[src/rtl/alu_pkg.sv]
// Shared definitions for the sequential ALU with multiply/divide:
// opcode encoding, controller states and opcode classification helpers.
package alu_pkg;

    localparam int OPC_W = 4;

    typedef enum logic [OPC_W-1:0] {
        OP_XOR  = 4'b0000,
        OP_SLL  = 4'b0001,
        OP_ADD  = 4'b0010,
        OP_AND  = 4'b0011,
        OP_SRA  = 4'b0100,
        OP_SRL  = 4'b0101,
        OP_SUB  = 4'b0110,
        OP_SLT  = 4'b0111,
        OP_OR   = 4'b1000,
        OP_SLTU = 4'b1001,
        OP_MUL  = 4'b1010,
        OP_MULH = 4'b1011,
        OP_DIV  = 4'b1100,
        OP_DIVU = 4'b1101,
        OP_REM  = 4'b1110,
        OP_REMU = 4'b1111
    } alu_op_e;

    typedef enum logic [1:0] {
        ST_IDLE,
        ST_MUL,
        ST_DIV,
        ST_DONE
    } state_e;

    function automatic logic is_mul_op(alu_op_e op);
        return op inside {OP_MUL, OP_MULH};
    endfunction

    function automatic logic is_div_op(alu_op_e op);
        return op inside {OP_DIV, OP_DIVU, OP_REM, OP_REMU};
    endfunction

    function automatic logic is_signed_div(alu_op_e op);
        return op inside {OP_DIV, OP_REM};
    endfunction

endpackage

[src/rtl/alu_md_iter.sv]
// Iterative multiply/divide engine: one shared {hi,lo} accumulator runs either
// radix-2 shift-add or restoring division on operand magnitudes, then sign-fixes.
module alu_md_iter
    import alu_pkg::*;
#(
    parameter int XLEN = 32
) (
    input  logic            clk,
    input  logic            reset,
    input  logic            start_i,
    input  logic            run_i,
    input  logic            kill_i,
    input  alu_op_e         op_i,
    input  logic [XLEN-1:0] a_i,
    input  logic [XLEN-1:0] b_i,
    output logic            done_o,
    output logic [XLEN-1:0] res_o
);

    localparam int            CW   = $clog2(XLEN + 1);
    localparam logic [CW-1:0] LAST = CW'(XLEN);

    logic [2*XLEN-1:0] acc_q, acc_d, acc_step, prod_fix;
    logic [XLEN-1:0]   opnd_q, opnd_d, ma, mb, half;
    logic [XLEN:0]     sum, rs, diff;
    logic [CW-1:0]     cnt_q, cnt_d;
    logic              is_div_q, is_div_d, sel_hi_q, sel_hi_d, neg_q, neg_d;
    logic              signed_op, sa, sb;

    // Multiply: lo holds the multiplier, opnd the multiplicand.
    // Divide: lo holds the dividend (becomes quotient), hi the partial remainder.
    always_comb begin
        sum  = {1'b0, acc_q[2*XLEN-1:XLEN]} + (acc_q[0] ? {1'b0, opnd_q} : '0);
        rs   = {acc_q[2*XLEN-1:XLEN], acc_q[XLEN-1]};
        diff = rs - {1'b0, opnd_q};
        if (!is_div_q)
            acc_step = {sum, acc_q[XLEN-1:1]};
        else if (!diff[XLEN])
            acc_step = {diff[XLEN-1:0], acc_q[XLEN-2:0], 1'b1};
        else
            acc_step = {rs[XLEN-1:0], acc_q[XLEN-2:0], 1'b0};
    end

    always_comb begin
        // NOTE: every variable gets a default first so no path can infer a latch.
        acc_d     = acc_q;
        opnd_d    = opnd_q;
        cnt_d     = cnt_q;
        is_div_d  = is_div_q;
        sel_hi_d  = sel_hi_q;
        neg_d     = neg_q;
        signed_op = is_mul_op(op_i) || is_signed_div(op_i);
        sa        = signed_op && a_i[XLEN-1];
        sb        = signed_op && b_i[XLEN-1];
        ma        = sa ? -a_i : a_i;
        mb        = sb ? -b_i : b_i;
        if (kill_i) begin
            cnt_d = '0;
        end else if (start_i) begin
            is_div_d = is_div_op(op_i);
            acc_d    = {{XLEN{1'b0}}, (is_div_op(op_i) ? ma : mb)};
            opnd_d   = is_div_op(op_i) ? mb : ma;
            sel_hi_d = op_i inside {OP_MULH, OP_REM, OP_REMU};
            neg_d    = (op_i == OP_REM) ? sa : (sa ^ sb);
            cnt_d    = '0;
        end else if (run_i && cnt_q != LAST) begin
            acc_d = acc_step;
            cnt_d = cnt_q + CW'(1);
        end
    end

    // NOTE: sequential state is updated with non-blocking assignments only.
    always_ff @(posedge clk or posedge reset) begin
        if (reset) begin
            acc_q    <= '0;
            opnd_q   <= '0;
            cnt_q    <= '0;
            is_div_q <= 1'b0;
            sel_hi_q <= 1'b0;
            neg_q    <= 1'b0;
        end else begin
            acc_q    <= acc_d;
            opnd_q   <= opnd_d;
            cnt_q    <= cnt_d;
            is_div_q <= is_div_d;
            sel_hi_q <= sel_hi_d;
            neg_q    <= neg_d;
        end
    end

    // Sign correction: the product negates as a whole, quotient/remainder per half.
    always_comb begin
        prod_fix = neg_q ? -acc_q : acc_q;
        half     = sel_hi_q ? acc_q[2*XLEN-1:XLEN] : acc_q[XLEN-1:0];
        if (is_div_q)
            res_o = neg_q ? -half : half;
        else
            res_o = sel_hi_q ? prod_fix[2*XLEN-1:XLEN] : prod_fix[XLEN-1:0];
        done_o = run_i && (cnt_q == LAST);
    end

endmodule

[src/rtl/alu_md_seq.sv]
// Sequential ALU front end: single-cycle ops and divide special cases complete
// here; MUL/DIV families are handed to alu_md_iter under a valid/ready handshake.
module alu_md_seq
    import alu_pkg::*;
#(
    parameter int XLEN      = 32,
    parameter bit ENABLE_MD = 1'b1
) (
    input  logic             clk,
    input  logic             reset,
    input  logic             in_valid,
    output logic             in_ready,
    input  logic [XLEN-1:0]  a,
    input  logic [XLEN-1:0]  b,
    input  logic [OPC_W-1:0] alucontrol,
    input  logic             kill,
    output logic             out_valid,
    input  logic             out_ready,
    output logic [XLEN-1:0]  result,
    output logic             zero
);

    localparam int              SHW  = $clog2(XLEN);
    localparam logic [XLEN-1:0] XMIN = {1'b1, {(XLEN-1){1'b0}}};

    state_e          state_q, state_d, target;
    alu_op_e         op;
    logic [SHW-1:0]  shamt;
    logic [XLEN-1:0] alu_res, iter_res, result_q, result_d;
    logic            zero_q, zero_d, accept, div_zero, div_ovf, go_mul, go_div;
    logic            iter_run, iter_done;

    assign op       = alu_op_e'(alucontrol);
    assign shamt    = b[SHW-1:0];
    assign div_zero = (b == '0);
    assign div_ovf  = is_signed_div(op) && (a == XMIN) && (b == '1);
    assign go_mul   = ENABLE_MD && is_mul_op(op);
    assign go_div   = ENABLE_MD && is_div_op(op) && !div_zero && !div_ovf;
    assign target   = go_mul ? ST_MUL : (go_div ? ST_DIV : ST_DONE);
    assign accept   = in_valid && in_ready && !kill;
    assign iter_run = (state_q == ST_MUL) || (state_q == ST_DIV);

    // Divide-by-zero and signed overflow results double as the fast-path values.
    always_comb begin
        alu_res = '0;
        case (op)
            OP_XOR:  alu_res = a ^ b;
            OP_SLL:  alu_res = a << shamt;
            OP_ADD:  alu_res = a + b;
            OP_AND:  alu_res = a & b;
            OP_SRA:  alu_res = $signed(a) >>> shamt;
            OP_SRL:  alu_res = a >> shamt;
            OP_SUB:  alu_res = a - b;
            OP_SLT:  alu_res = {{(XLEN-1){1'b0}}, $signed(a) < $signed(b)};
            OP_OR:   alu_res = a | b;
            OP_SLTU: alu_res = {{(XLEN-1){1'b0}}, a < b};
            OP_DIV, OP_DIVU: if (ENABLE_MD) alu_res = div_zero ? '1 : a;
            OP_REM, OP_REMU: if (ENABLE_MD) alu_res = div_zero ? a : '0;
            default: alu_res = '0;
        endcase
    end

    alu_md_iter #(.XLEN(XLEN)) u_iter (
        .clk     (clk),
        .reset   (reset),
        .start_i (accept && (target != ST_DONE)),
        .run_i   (iter_run),
        .kill_i  (kill),
        .op_i    (op),
        .a_i     (a),
        .b_i     (b),
        .done_o  (iter_done),
        .res_o   (iter_res)
    );

    always_ff @(posedge clk or posedge reset) begin
        if (reset) state_q <= ST_IDLE;
        else       state_q <= state_d;
    end

    always_comb begin
        state_d = state_q;
        case (state_q)
            ST_IDLE:         if (accept) state_d = target;
            ST_MUL, ST_DIV:  if (iter_done) state_d = ST_DONE;
            ST_DONE: begin
                if (accept)         state_d = target;
                else if (out_ready) state_d = ST_IDLE;
            end
            default:         state_d = ST_IDLE;
        endcase
        if (kill) state_d = ST_IDLE;
    end

    always_comb begin
        in_ready  = !reset && ((state_q == ST_IDLE) || ((state_q == ST_DONE) && out_ready));
        out_valid = (state_q == ST_DONE);
    end

    // The result register only changes on completion, so it holds through DONE.
    always_comb begin
        result_d = result_q;
        zero_d   = zero_q;
        if (accept && target == ST_DONE) begin
            result_d = alu_res;
            zero_d   = (alu_res == '0);
        end else if (iter_done && !kill) begin
            result_d = iter_res;
            zero_d   = (iter_res == '0);
        end
    end

    always_ff @(posedge clk or posedge reset) begin
        if (reset) begin
            result_q <= '0;
            zero_q   <= 1'b1;
        end else begin
            result_q <= result_d;
            zero_q   <= zero_d;
        end
    end

    assign result = result_q;
    assign zero   = zero_q;

endmodule

[config.mk]
export PLATFORM = sky130hd
export DESIGN_NAME = alu_md_seq
export DESIGN_NICKNAME = d
export VERILOG_FILES = /design/src/rtl/alu_pkg.sv /design/src/rtl/alu_md_iter.sv /design/src/rtl/alu_md_seq.sv
export SDC_FILE = /design/constraint.sdc
export NUM_CORES = 1
export LEC_CHECK = 0
export CORE_ASPECT_RATIO = 1.25
export CORE_MARGIN = 2
export CORE_UTILIZATION = 44
export DETAILED_ROUTE_END_ITERATION = 10
export SYNTH_ARGS = -nofsm -noshare
export SYNTH_HDL_FRONTEND = slang
export SYNTH_SLANG_ARGS = --single-unit
[constraint.sdc]
create_clock -name clk -period 5.4 [get_ports clk]
set_clock_uncertainty 0.2 [all_clocks]
set_input_delay 0.54 -clock clk [delete_from_list [all_inputs] [get_ports clk]]
set_output_delay 0.54 -clock clk [all_outputs]
set_load 0.02 [all_outputs]
### Clock wiring as the flow saved it

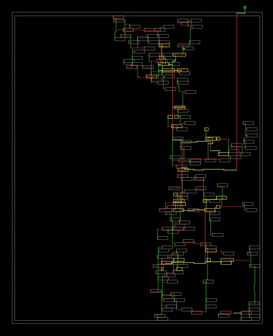
clock group power: 1.33 mW
CTS Sinks: 140

### Placed cells, one colour a class

Scale bar: 50 µm.
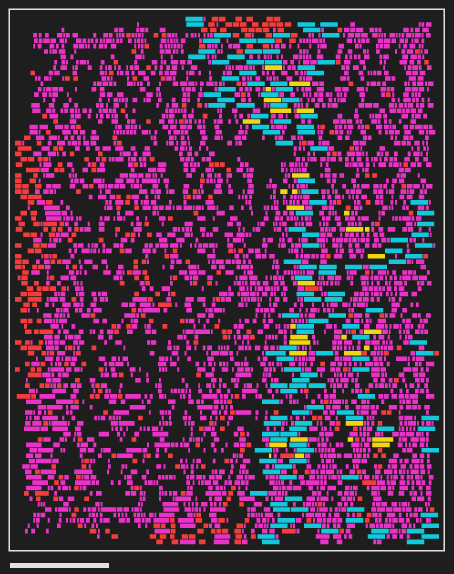
Cyan is flip-flops, cells 140, share of their area 12%. Yellow is clock drivers and dummy loads, cells 32, share of their area 2.3%. Red is other buffers and delay cells, cells 401, share of their area 12%. Magenta is all other logic, cells 3134, share of their area 73%.

==> results.toml <==
# generated from flow reports
[worst_setup_path]
r2r_setup_slack_ns = 0.44
reg2reg_depth = 12
cp-startpoint = "a[18]"
worst_setup_path_start_kind = "input pin"
cp-end-kind = "flop"
cp_top_family = "simple AND/OR/NAND/NOR gates"
max_stage_delay_ns = 0.69
cp_common_cell = "buf_4"
cp_data_arrival_time_ns = 5.38
path_max_fanout = 13

[synth]
mux_share_pct = 9.04
fp_nets = 3822
netlist-cell-type-count = 103
netlist_top_cells_area = "dfrtp_1, ha_1, o21ai_0"
top_logic_kind = "AND-OR/OR-AND gates"
synth.ff_latch_count = 140
ys_sh_adder_pct = 8.84
synth-xor-area-share_pct = 6.14
ys_sh_simple_pct = 23.6
synthFlopType = "dfrtp_1"
top_cell_area_share_pct = 13.7
syn_inst = 3572
ys_sh_aoi_pct = 31.4
ys_warn_count = 0

[clocking]
clock_path_buffers = 2
cts_tree = "yes"
h-tree-depth = 4
cts_buffers = 17
clk_pin_slew_worst_paths_ns = 0.07

[timing]
fmax_mhz = 192
holdWs_ns = 0.185
slew_violations = 0
hold_viol = 0
fin_ws_ns = 0.200
tightestPinTransition_ns = 1.45
rsz0062_at_grt = "false"
max-slew-margin-rel_pct = 2.64
finalSetupViolCount = 0

[grt]
gr-usage-met1_pct = 53.1
grt.overflow.total = 0
grt_first_pass_wirelength_mm = 209
top_usage_layer = "met2"
grt_max_degree = 138
track_usage_pct = 47.7
antenna_found_initial = 7

[cells_and_area]
sh_comb_area_pct = 68.7
final_nets = 3944
buffers_excl_clock = 401
areaGrowthSynthToFinish_pct = 15.6
largest_reg_flops = 64
mostFrequentLayoutCells = "nor2_1, nand2_1, o21ai_0, buf_4, a21oi_1"
drive_gt1_share_pct = 13.2
logic_gates = 2968
seq_area_um2 = 3510
fillerInstances = 5699
n_clock_buffer = 19
largest_cell_class = "multi-input combinational cells"
finalInstanceArea_um2 = 29300
clock_area_share_pct = 2.19

[floorplanning]
ioPinCount = 108
core-area_um2 = 57100
num_tap_cells = 750
die_y_um = 273
fp-utilization_pct = 44.4
rows = 98

[placed_design]
dp_slack_ns = -0.0909
dp_hpwl_mm = 113
gp_congestion = 1.16
io_buffers = 107
dp_cells = 4424

[detailed_routing]
postRouteAntennaNets = 0
route.detailed.drc = 0
via_per_inst = 7.17
wl_mm = 146
drt_iter0_markers = 4522
routed-wl-met2_mm = 64.7
num_vias = 31954

[power_and_ir_drop]
p_leak_nw = 12.0
power_density_nw_per_um2 = 501

[run]
max_cap_viol_count = 0

[run_status]
status = "completed"
### Floorplan with the power grid

Pins as bars on the die edge. Tap cells in grey.
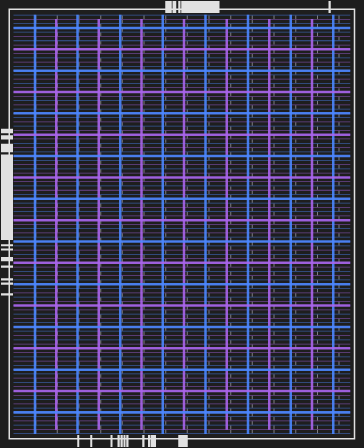
Purple is VDD. Blue is VSS.
15 straps on met4. 19 straps on met5.

### Clock network drawn from the DEF

Scale bar: 50 µm.
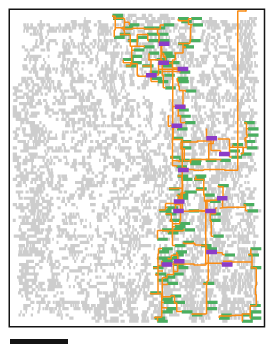
Orange is clock wires, length 2240 µm. Purple is cells driving clock nets, count 17. Green is flip-flops, count 140.
There are 18 routed clock nets.
clock group share of total power: 9.0%
clk latency late pin: 0.45 ns

what timing repair did:
| action | in CTS | in global routing |
|---|---|---|
| resized | 0 | 3 |
| setup endpoints to repair | 0 | 2 |
| buffers inserted | 0 | 0 |
cells by family (layout without fill, tap and decap cells):
family                   after synthesis  in the layout
AND-OR/OR-AND                       1208           1208
XOR/XNOR                             178            178
adder cells (fa/ha/maj)              177            177
buffers and inverters                464            599
flip-flops                           140            140
multiplexers                         163            163
other                                  0              2
AND/OR/NAND/NOR                     1242           1242
where the power goes:
| part | leakage (nW) | total, mW | internal [mW] | switching [mW] |
|---|---|---|---|---|
| combinational | 9.94 | 11.0 | 4.18 | 6.81 |
| sequential | 1.73 | 2.39 | 1.53 | 0.862 |
| clock | 0.311 | 1.33 | 0.798 | 0.530 |
| total | 12.0 | 14.7 | 6.51 | 8.21 |
No activity file was given, so power comes from the tool's default toggle rates.
